### config.mk
export PLATFORM = sky130hd
export DESIGN_NAME = video_scanout
export DESIGN_NICKNAME = d
export VERILOG_FILES = /design/src/rtl/video_scanout.sv
export SDC_FILE = /design/constraint.sdc
export NUM_CORES = 1
export LEC_CHECK = 0
export ABC_CLOCK_PERIOD_IN_PS = 5400
export CORE_MARGIN = 10
export CORE_UTILIZATION = 35
export CTS_BUF_LIST = sky130_fd_sc_hd__clkbuf_2
export CTS_CLUSTER_DIAMETER = 30
export DETAILED_ROUTE_END_ITERATION = 6
export PLACE_DENSITY_LB_ADDON = 0.25
export SLEW_MARGIN = 20
export SYNTH_ARGS = -nofsm -noshare
export SYNTH_HDL_FRONTEND = slang
export SYNTH_SLANG_ARGS = --single-unit
### constraint.sdc
create_clock -name clk -period 5.4 [get_ports clk]
set_input_delay 1.62 -clock clk [delete_from_list [all_inputs] [get_ports clk]]
set_output_delay 1.62 -clock clk [all_outputs]
set_load 0.005 [all_outputs]
### src/rtl/video_scanout.sv
// video_scanout
//   Scans a 1-bpp bitmap out of the RAM's second read port and produces a
//   pixel stream with hsync/vsync/de timing. The bitmap is H_ACTIVE x V_ACTIVE
//   pixels, stored as WORDS_PER_ROW 16-bit words per row. Within a word the
//   LSB is the leftmost pixel. The framebuffer base is latched once per frame
//   so software can flip between buffers without tearing.
//
// Ports
//   clk          sole clock (also clocks the RAM second port)
//   reset        synchronous, active-high
//   enable       1 = scan, 0 = held in the reset state
//   fb_base      framebuffer base word address, latched once per frame
//   mem_addr     RAM second_address
//   mem_data     RAM second_out, valid the cycle after mem_addr
//   mem_rd       high on cycles where mem_addr is a real fetch
//   pixel        current pixel, 0 outside the active area
//   de           display enable
//   hsync/vsync  sync pulses, active level SYNC_POL
//   frame_start  one-cycle pulse at h=0, v=0
module video_scanout #(
  parameter int   H_ACTIVE      = 160,
  parameter int   H_FP          = 8,
  parameter int   H_SYNC        = 24,
  parameter int   H_BP          = 8,
  parameter int   V_ACTIVE      = 120,
  parameter int   V_FP          = 1,
  parameter int   V_SYNC        = 2,
  parameter int   V_BP          = 8,
  parameter int   WORDS_PER_ROW = H_ACTIVE / 16,
  parameter logic SYNC_POL      = 1'b0
) (
  input  logic        clk,
  input  logic        reset,
  input  logic        enable,
  input  logic [14:0] fb_base,
  output logic [14:0] mem_addr,
  input  logic [15:0] mem_data,
  output logic        mem_rd,
  output logic        pixel,
  output logic        de,
  output logic        hsync,
  output logic        vsync,
  output logic        frame_start
);

  localparam int H_TOTAL = H_ACTIVE + H_FP + H_SYNC + H_BP;
  localparam int V_TOTAL = V_ACTIVE + V_FP + V_SYNC + V_BP;
  localparam int HW      = $clog2(H_TOTAL);
  localparam int VW      = $clog2(V_TOTAL);

  localparam logic [HW-1:0] H_LAST       = HW'(H_TOTAL - 1);
  localparam logic [HW-1:0] H_PRE        = HW'(H_TOTAL - 2);
  localparam logic [HW-1:0] H_ACT        = HW'(H_ACTIVE);
  localparam logic [HW-1:0] H_LAST_FETCH = HW'(H_ACTIVE - 16);
  localparam logic [HW-1:0] H_SYNC_START = HW'(H_ACTIVE + H_FP);
  localparam logic [HW-1:0] H_SYNC_END   = HW'(H_ACTIVE + H_FP + H_SYNC);
  localparam logic [VW-1:0] V_LAST       = VW'(V_TOTAL - 1);
  localparam logic [VW-1:0] V_ACT        = VW'(V_ACTIVE);
  localparam logic [VW-1:0] V_ACT_M1     = VW'(V_ACTIVE - 1);
  localparam logic [VW-1:0] V_SYNC_START = VW'(V_ACTIVE + V_FP);
  localparam logic [VW-1:0] V_SYNC_END   = VW'(V_ACTIVE + V_FP + V_SYNC);

  logic [HW-1:0] h;
  logic [VW-1:0] v;
  logic [14:0]   frame_base;
  logic [14:0]   row_base;
  logic [14:0]   addr_hold;
  logic [15:0]   prefetch;
  logic [15:0]   shift;
  logic          fetch_d;

  logic          h_last;
  logic          v_last;
  logic          next_line_active;
  logic          line_fetch;
  logic          mid_fetch;
  logic [14:0]   next_row_base;
  logic [14:0]   word_idx;
  logic [14:0]   fetch_addr;

  // Timing decode and fetch scheduling, all from registered state.
  // Word 0 of a line is fetched at the end of the previous line; words 1..N-1
  // are fetched two cycles before the word boundary where they are needed.
  always_comb begin
    h_last           = (h == H_LAST);
    v_last           = (v == V_LAST);
    de               = (h < H_ACT) && (v < V_ACT);
    next_line_active = v_last || (v < V_ACT_M1);
    next_row_base    = v_last ? 15'd0 : row_base + 15'(WORDS_PER_ROW);
    line_fetch       = (h == H_PRE) && next_line_active;
    mid_fetch        = de && (h[3:0] == 4'd14) && (h < H_LAST_FETCH);
    word_idx         = 15'(h[HW-1:4]) + 15'd1;
    mem_rd           = line_fetch || mid_fetch;
    fetch_addr       = line_fetch ? frame_base + next_row_base
                                  : frame_base + row_base + word_idx;
    mem_addr         = mem_rd ? fetch_addr : addr_hold;
    hsync            = ((h >= H_SYNC_START) && (h < H_SYNC_END)) ? SYNC_POL : ~SYNC_POL;
    vsync            = ((v >= V_SYNC_START) && (v < V_SYNC_END)) ? SYNC_POL : ~SYNC_POL;
    frame_start      = (h == '0) && (v == '0);
    // On the first pixel of a word the shifter has not been loaded yet, so
    // bit 0 comes straight from the prefetch register.
    pixel            = de && ((h[3:0] == 4'd0) ? prefetch[0] : shift[0]);
  end

  always_ff @(posedge clk) begin
    if (reset || !enable) begin
      h          <= '0;
      v          <= V_LAST;
      frame_base <= '0;
      row_base   <= '0;
      addr_hold  <= '0;
      prefetch   <= '0;
      shift      <= '0;
      fetch_d    <= 1'b0;
    end else begin
      fetch_d   <= mem_rd;
      addr_hold <= mem_addr;
      if (fetch_d) begin
        prefetch <= mem_data;
      end
      // The shifter takes bits 1..15 of the word; bit 0 is shown from prefetch.
      if (de) begin
        shift <= (h[3:0] == 4'd0) ? (prefetch >> 1) : (shift >> 1);
      end
      // Latched on the last blank line, before the line-0 prefetch uses it.
      if ((h == '0) && v_last) begin
        frame_base <= fb_base;
      end
      if (h_last) begin
        h <= '0;
        v <= v_last ? '0 : v + VW'(1);
        if (v_last || (v < V_ACT)) begin
          row_base <= next_row_base;
        end
      end else begin
        h <= h + HW'(1);
      end
    end
  end

endmodule

### Routing congestion, run 1

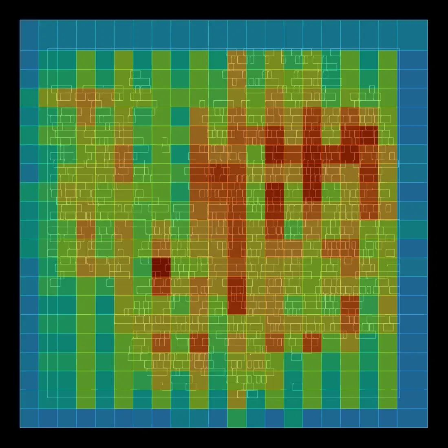
met2 usage: 24.1%
Tot GR Track Use: 14.5%
Util after Layout: 46.0%
GRT met1 Usage: 18.4%

### Cells colored by class, run 1

The bar under the picture is 50 um long.
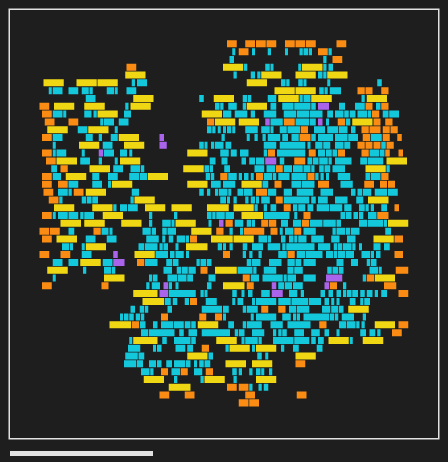
Key: registers = yellow [cells 93, share of their area 26%]; remaining buffers and delay cells = orange [cells 127, share of their area 15%]; clock drivers and dummy loads = purple [cells 16, share of their area 1.7%]; remaining logic cells = cyan [cells 584, share of their area 57%]

### Gate families picked out, run 1

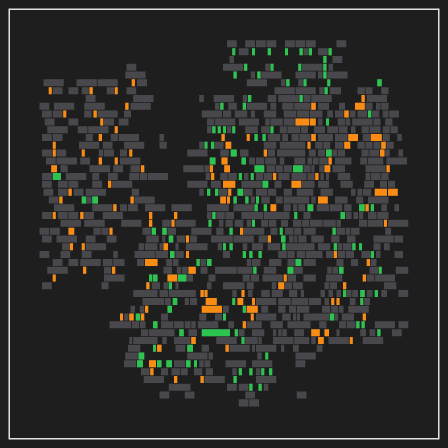
Key: nand cells = green [cells 127, most used nand2_1]; nor cells = orange [cells 116, most used nor2_1]

## run 1: through the flow
stage,setup TNS (ns),power (mW),cells
finish,-0.0648,1.19,1040
detailed placement,0,0.813,979
CTS,-0.196,1.20,1036
global route,-0.779,1.25,1040
global placement,0,0.814,979
floorplan,0,0.769,707
## run 1: state kept, by name, indices dropped and copies added (netlist names)
register / cells
h: 8
shift: 15
v: 8
fetch_d: 1
frame_base: 15
row_base: 15
addr_hold: 15
prefetch: 16
## run 1: kinds of logic (layout without fill, tap and decap cells)
group / Yosys count / in the layout
simple gates: 281 / 282
flops: 93 / 93
compound gates: 157 / 157
mux: 37 / 37
fa+ha+maj: 53 / 53
xor+xnor: 35 / 35
buf+inv: 51 / 163
## run 1: worst max-delay path: cells and delay by family, from the launching register on
kind	cells	cell delay, ns
XOR/XNOR	1	0.14
buffers and inverters	4	0.53
flip-flops	1	0.40
adder cells (fa/ha/maj)	2	0.48
AND/OR/NAND/NOR	7	1.11
AND-OR/OR-AND	2	0.54
## run 1: worst paths after layout
path                              startpoint  cells past startpoint            end
worst min-delay path            prefetch[15]                      2      shift[14]
worst max-delay path             row_base[2]                     16   mem_addr[13]
worst max register to register   row_base[2]                     34  addr_hold[13]
worst min register to register  prefetch[15]                      2      shift[14]
## run 1: placed cells by master, fill, tap and decap left out, drive strengths merged, types with 3 or more instances in the layout
cell type / Yosys / layout
dfxtp: 93 / 93
nand2: 88 / 88
nor2: 85 / 86
buf: 14 / 76
a21oi: 62 / 62
ha: 48 / 48
clkdlybuf4s50: 0 / 44
mux2i: 37 / 37
inv: 20 / 24
nand3: 23 / 23
o21ai: 23 / 23
xnor2: 18 / 18
xor2: 17 / 17
nor3: 16 / 16
a211oi: 15 / 15
and2: 14 / 14
clkbuf: 17 / 11
or3: 9 / 9
nand4: 8 / 8
a21o: 8 / 8
nor2b: 8 / 8
and3: 8 / 8
a31oi: 7 / 7
o21a: 6 / 6
nand2b: 6 / 6
a221oi: 5 / 5
fa: 5 / 5
o211ai: 4 / 4
or2: 4 / 4
nor4: 3 / 3
o2111ai: 3 / 3
nor3b: 3 / 3
o22ai: 3 / 3
## run 1: routing by layer
| layer | global-route usage [%] | up-vias | share of wire, % |
|---|---|---|---|
| met4 | 3.93 | 0 | 1.7 |
| met2 | 24.1 | 107 | 47 |
| li1 | - | 2718 | - |
| met5 | 0 | - | 0 |
| met1 | 18.4 | 2434 | 47 |
| met3 | 3.46 | 18 | 4.0 |
## run 1: where the power goes
part | leakage, nW | internal (mW) | total, mW | switching, mW
combinational | 2.25 | 0.0517 | 0.108 | 0.0560
clock | 0.0727 | 0.0800 | 0.377 | 0.297
sequential | 0.756 | 0.694 | 0.702 | 0.00766
total | 3.08 | 0.826 | 1.19 | 0.361
## run 1: final cells by class
| cell class | instances | area share, % |
|---|---|---|
| Sequential cell | 93 | 24.8 |
| Tap cell | 220 | 3.63 |
| Timing Repair Buffer | 127 | 14.6 |
| Clock inverter | 7 | 1.02 |
| Inverter | 20 | 1.02 |
| Multi-Input combinational cell | 564 | 54.3 |
| Clock buffer | 9 | 0.595 |
==> flow_metrics.py, run 1 <==
# Flow results
metrics = {
    "sta": {
        "tightest_slew_ns": 0.955,
        "rsz0062_at_grt": "yes",
        "setup_violations": 1,
        "fmax_mhz": 183,
        "layout_setup_ws_ns": -0.0648,
        "timing.final.crit_period_ns": 5.46,
        "slew_headroom_pct": 36.3,
        "fin_crit_sh_pct": 101,
        "fin_skew_ns": 0.0378,
        "final-max-slew-violation-count": 0,
    },
    "finish": {
        "area_growth_pct": 29.8,
        "ff_latch_area_um2": 1880,
        "final_area_um2": 7580,
        "fillers": 1620,
        "n_antenna_cell": 0,
    },
    "floorplan": {
        "fp_util_pct": 35.5,
        "rows": 47,
        "dieArea_um2": 22200,
        "io_pins": 55,
        "fp.dieH_um": 149,
        "core_um2": 16500,
    },
    "run_status": {
        "violations": "negative setup slack",
        "status": "complete, but fails checks",
    },
    "placement": {
        "gp_congestion": 0.877,
        "dp_hpwl_um": 11500,
        "port-buffer-count": 54,
    },
    "global_route": {
        "antenna_found_initial": 0,
        "grt_first_pass_wirelength_um": 26200,
        "overflow": 0,
    },
    "yosys": {
        "synth-main-ff-cell": "dfxtp_1",
        "aoi_share_pct": 17.7,
        "synthTopCellsByCount": "93 x dfxtp_1, 88 x nand2_1, 83 x nor2_1",
        "synthAdderAreaFrac_pct": 12.0,
        "edf_count": 0,
        "ys_seq_share_pct": 31.9,
        "ys_area_um2": 5840,
        "yosys.area_share.xor_xnor_pct": 5.25,
        "synth_top_cell_by_count": "dfxtp_1",
        "yosys.area.top_type": "dfxtp_1",
        "netlist_area_um2": 5840,
    },
    "setup_path": {
        "regToRegSetupSlack_ns": 0.03,
        "criticalPathCategory": "flip-flop to output port",
        "crit_top_cell": "buf_6",
    },
    "clock_tree": {
        "cts_buffer_depth": 2,
        "cts_setup_buffers": 40,
        "cts_buffers": 9,
        "worstSkewPairLatency_ns": 0.64,
        "cts.htree.levels": 3,
    },
    "pwr": {
        "power-per-cell-area_nw_per_um2": 157,
    },
    "route": {
        "drcViolationCount": 0,
        "drtPass1Iterations": 5,
        "drt_iter0_markers": 260,
        "postRouteAntennaNets": 0,
        "viasPerCell": 5.07,
    },
    "job": {
        "drv_cap": 0,
    },
}
==> run 1 -> run 2 <==
CORE_MARGIN = 5   (was 10)
HOLD_SLACK_MARGIN = 0.02   (was default)
PLACE_DENSITY = 0.62   (was default)
PLACE_DENSITY_LB_ADDON = default   (was 0.25)
### Routing congestion, run 2

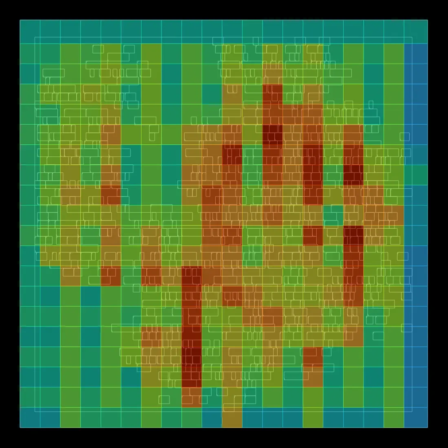
Util after Layout: 44.8%
busiest grt layer: met2

### Gate families picked out, run 2

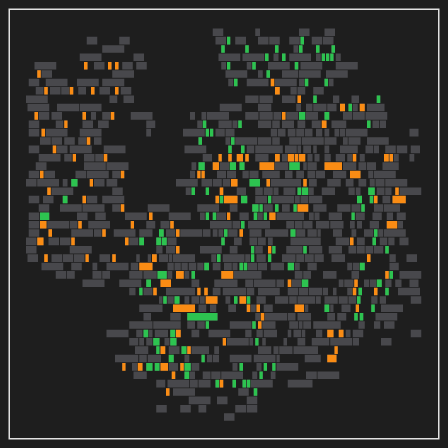
logic share of the area: 55.6%
Non-Filler Instances: 1,022

### Cells colored by class, run 2

The bar under the picture is 50 um long.
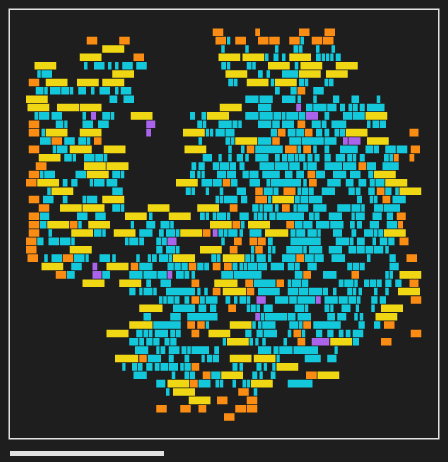
Key: clock drivers and dummy loads = purple [cells 16, share of their area 1.7%]; registers = yellow [cells 93, share of their area 26%]; remaining buffers and delay cells = orange [cells 108, share of their area 13%]; remaining logic cells = cyan [cells 584, share of their area 59%]
Seq area share: 25.4%
Core Area: 16,500 um^2
post-route cell area: 7370 um^2
row cnt: 47

==> run 2 against run 1 <==
  * The run now ends clean
  * Via count about the same
  * Total power down 1.0%
  * Global-route usage grew 1.2 points
  * First-iteration DRC count is 30% higher
  * Critical path type unchanged
  * Highest routed layer unchanged
==> flow_metrics.py, run 2 <==
# Flow results
metrics = {
    "yosys": {
        "synth_top_cell_by_count": "dfxtp_1",
        "netlist_area_um2": 5840,
        "ys_seq_share_pct": 31.9,
        "ys_area_um2": 5840,
        "edf_count": 0,
        "synthTopCellsByCount": "93 x dfxtp_1, 88 x nand2_1, 83 x nor2_1",
        "synth-main-ff-cell": "dfxtp_1",
    },
    "setup_path": {
        "crit_buf_inv": 1,
        "critPathTopFamily": "simple AND/OR/NAND/NOR gates",
        "regToRegSetupSlack_ns": 2.22,
        "r2r_end": "addr_hold[14]",
        "reg2reg_from": "row_base[1]",
        "cp.depth": 15,
        "worstRegToRegCells": 15,
        "crit_end": "mem_addr[14]",
    },
    "placement": {
        "gp_congestion": 0.906,
        "port-buffer-count": 54,
    },
    "pwr": {
        "intPower_mw": 0.824,
        "power_frac_seq_pct": 59.8,
        "power_switching_share_pct": 29.9,
        "p_switching_mw": 0.351,
    },
    "finish": {
        "largest_register": "prefetch",
        "lay_top_cells": "87 x nand2_1, 87 x dfxtp_1, 79 x nor2_1, 54 x a21oi_1, 51 x buf_4",
        "area_growth_pct": 26.2,
    },
    "floorplan": {
        "io_pins": 55,
        "fp.dieH_um": 139,
        "dieArea_um2": 19400,
        "fp_util_pct": 35.5,
    },
    "run_status": {
        "status": "complete, no violations",
    },
    "sta": {
        "setup_violations": 0,
        "layout_setup_ws_ns": 0.0723,
        "final-max-slew-violation-count": 0,
        "timing.final.crit_period_ns": 5.33,
        "tightest_slew_ns": 0.970,
        "fin_crit_sh_pct": 98.7,
        "fin_skew_ns": 0.0275,
        "rsz0062_at_grt": "yes",
    },
    "global_route": {
        "gr-usage-all-layers_pct": 15.7,
        "overflow": 0,
        "groute.layer.met3.usage_pct": 3.41,
        "grt_util_met2_pct": 26.6,
        "antenna_found_initial": 1,
        "grt_use_met1_pct": 20.2,
        "grt_first_pass_wirelength_um": 25100,
    },
    "job": {
        "drv_cap": 0,
    },
    "route": {
        "viasPerCell": 5.16,
        "drt_iter0_markers": 339,
        "drtPass1Iterations": 5,
    },
    "clock_tree": {
        "cts.htree.levels": 3,
        "worstSkewPairLatency_ns": 0.65,
        "cts_buffers": 9,
        "cts_buffer_depth": 2,
    },
}
==> run 2: cell count changes in the layout (fill, tap and decap cells not counted), sizes merged <==
| cell | change |
|---|---|
| buf | -19 |
| clkbuf | -1 |
| clkdlybuf4s15 | -1 |
| clkdlybuf4s50 | +1 |
| clkinv | +1 |
| clkinvlp | -1 |
| diode | +1 |
| dlygate4sd2 | +3 |
| dlymetal6s2s | -2 |
==> run 2: layout make-up <==
class                   count  area (um^2)
repair buffers            108          931
flip-flops and latches     93         1870
inverters                  20         77.6
multi-input cells         564         4100
fillers                  1641         9100
clock inverters             7         73.8
clock buffers               9         45.0
well taps                 220          275
diodes                      1         2.50
==> run 2: layer usage <==
layer,up-vias,part of all wire [%]
met3,28,3.8
met4,0,2.1
li1,2689,-
met5,-,0
met2,121,48
met1,2440,46
==> run 2: power groups by stage <==
stage	registers, mW	logic (mW)	clock network (mW)
after CTS	0.703	0.102	0.384
after floorplan	0.711	0.0574	0
final	0.703	0.106	0.366
after detailed placement	0.714	0.0980	0
after global placement	0.714	0.0987	0
after global routing	0.705	0.116	0.413
==> run 2: kinds of logic after synthesis <==
kind of cell	synth area share, %
flops	31.9
fa+ha+maj	12.0
mux	6.34
simple gates	23.2
xor+xnor	5.25
buf+inv	3.60
compound gates	17.7
==> run 2: worst min-delay path, stage by stage, from the launching register on <==
cell	delay [ns]
dfxtp_1	0.37
inv_1	0.09
nor2_1	0.05
==> run 2: per-stage QoR <==
step	setup TNS [ns]	std cells	power, mW	instance area, um^2	utilization, %
finish	0	1022	1.17	7370	44.8
floorplan	0	707	0.769	5840	-
detailed placement	0	979	0.812	6740	41.0
global placement	0	979	0.813	6740	41.0
global route	-0.378	1022	1.23	7370	44.8
CTS	-0.0589	1008	1.19	7140	43.3
==> run 2: what timing repair did <==
action	in CTS	in global routing
buffers inserted	13	13
setup endpoints to repair	11	13
resized	60	39
cloned	1	0
pin swaps	24	32
==> run 2: worst min-delay path by stage <==
| stage | cells past startpoint | slack, ns | start | to |
|---|---|---|---|---|
| after CTS | 2 | 0.50 | shift[14] | shift[14] |
| after global routing | 2 | 0.52 | row_base[0] | row_base[0] |
| after detailed placement | 1 | 0.47 | h[0] | h[0] |
| final | 2 | 0.50 | row_base[0] | row_base[0] |
| after floorplan | 2 | 0.44 | row_base[0] | row_base[0] |
| after global placement | 2 | 0.46 | shift[14] | shift[14] |
Power and IR drop assume default switching activity.
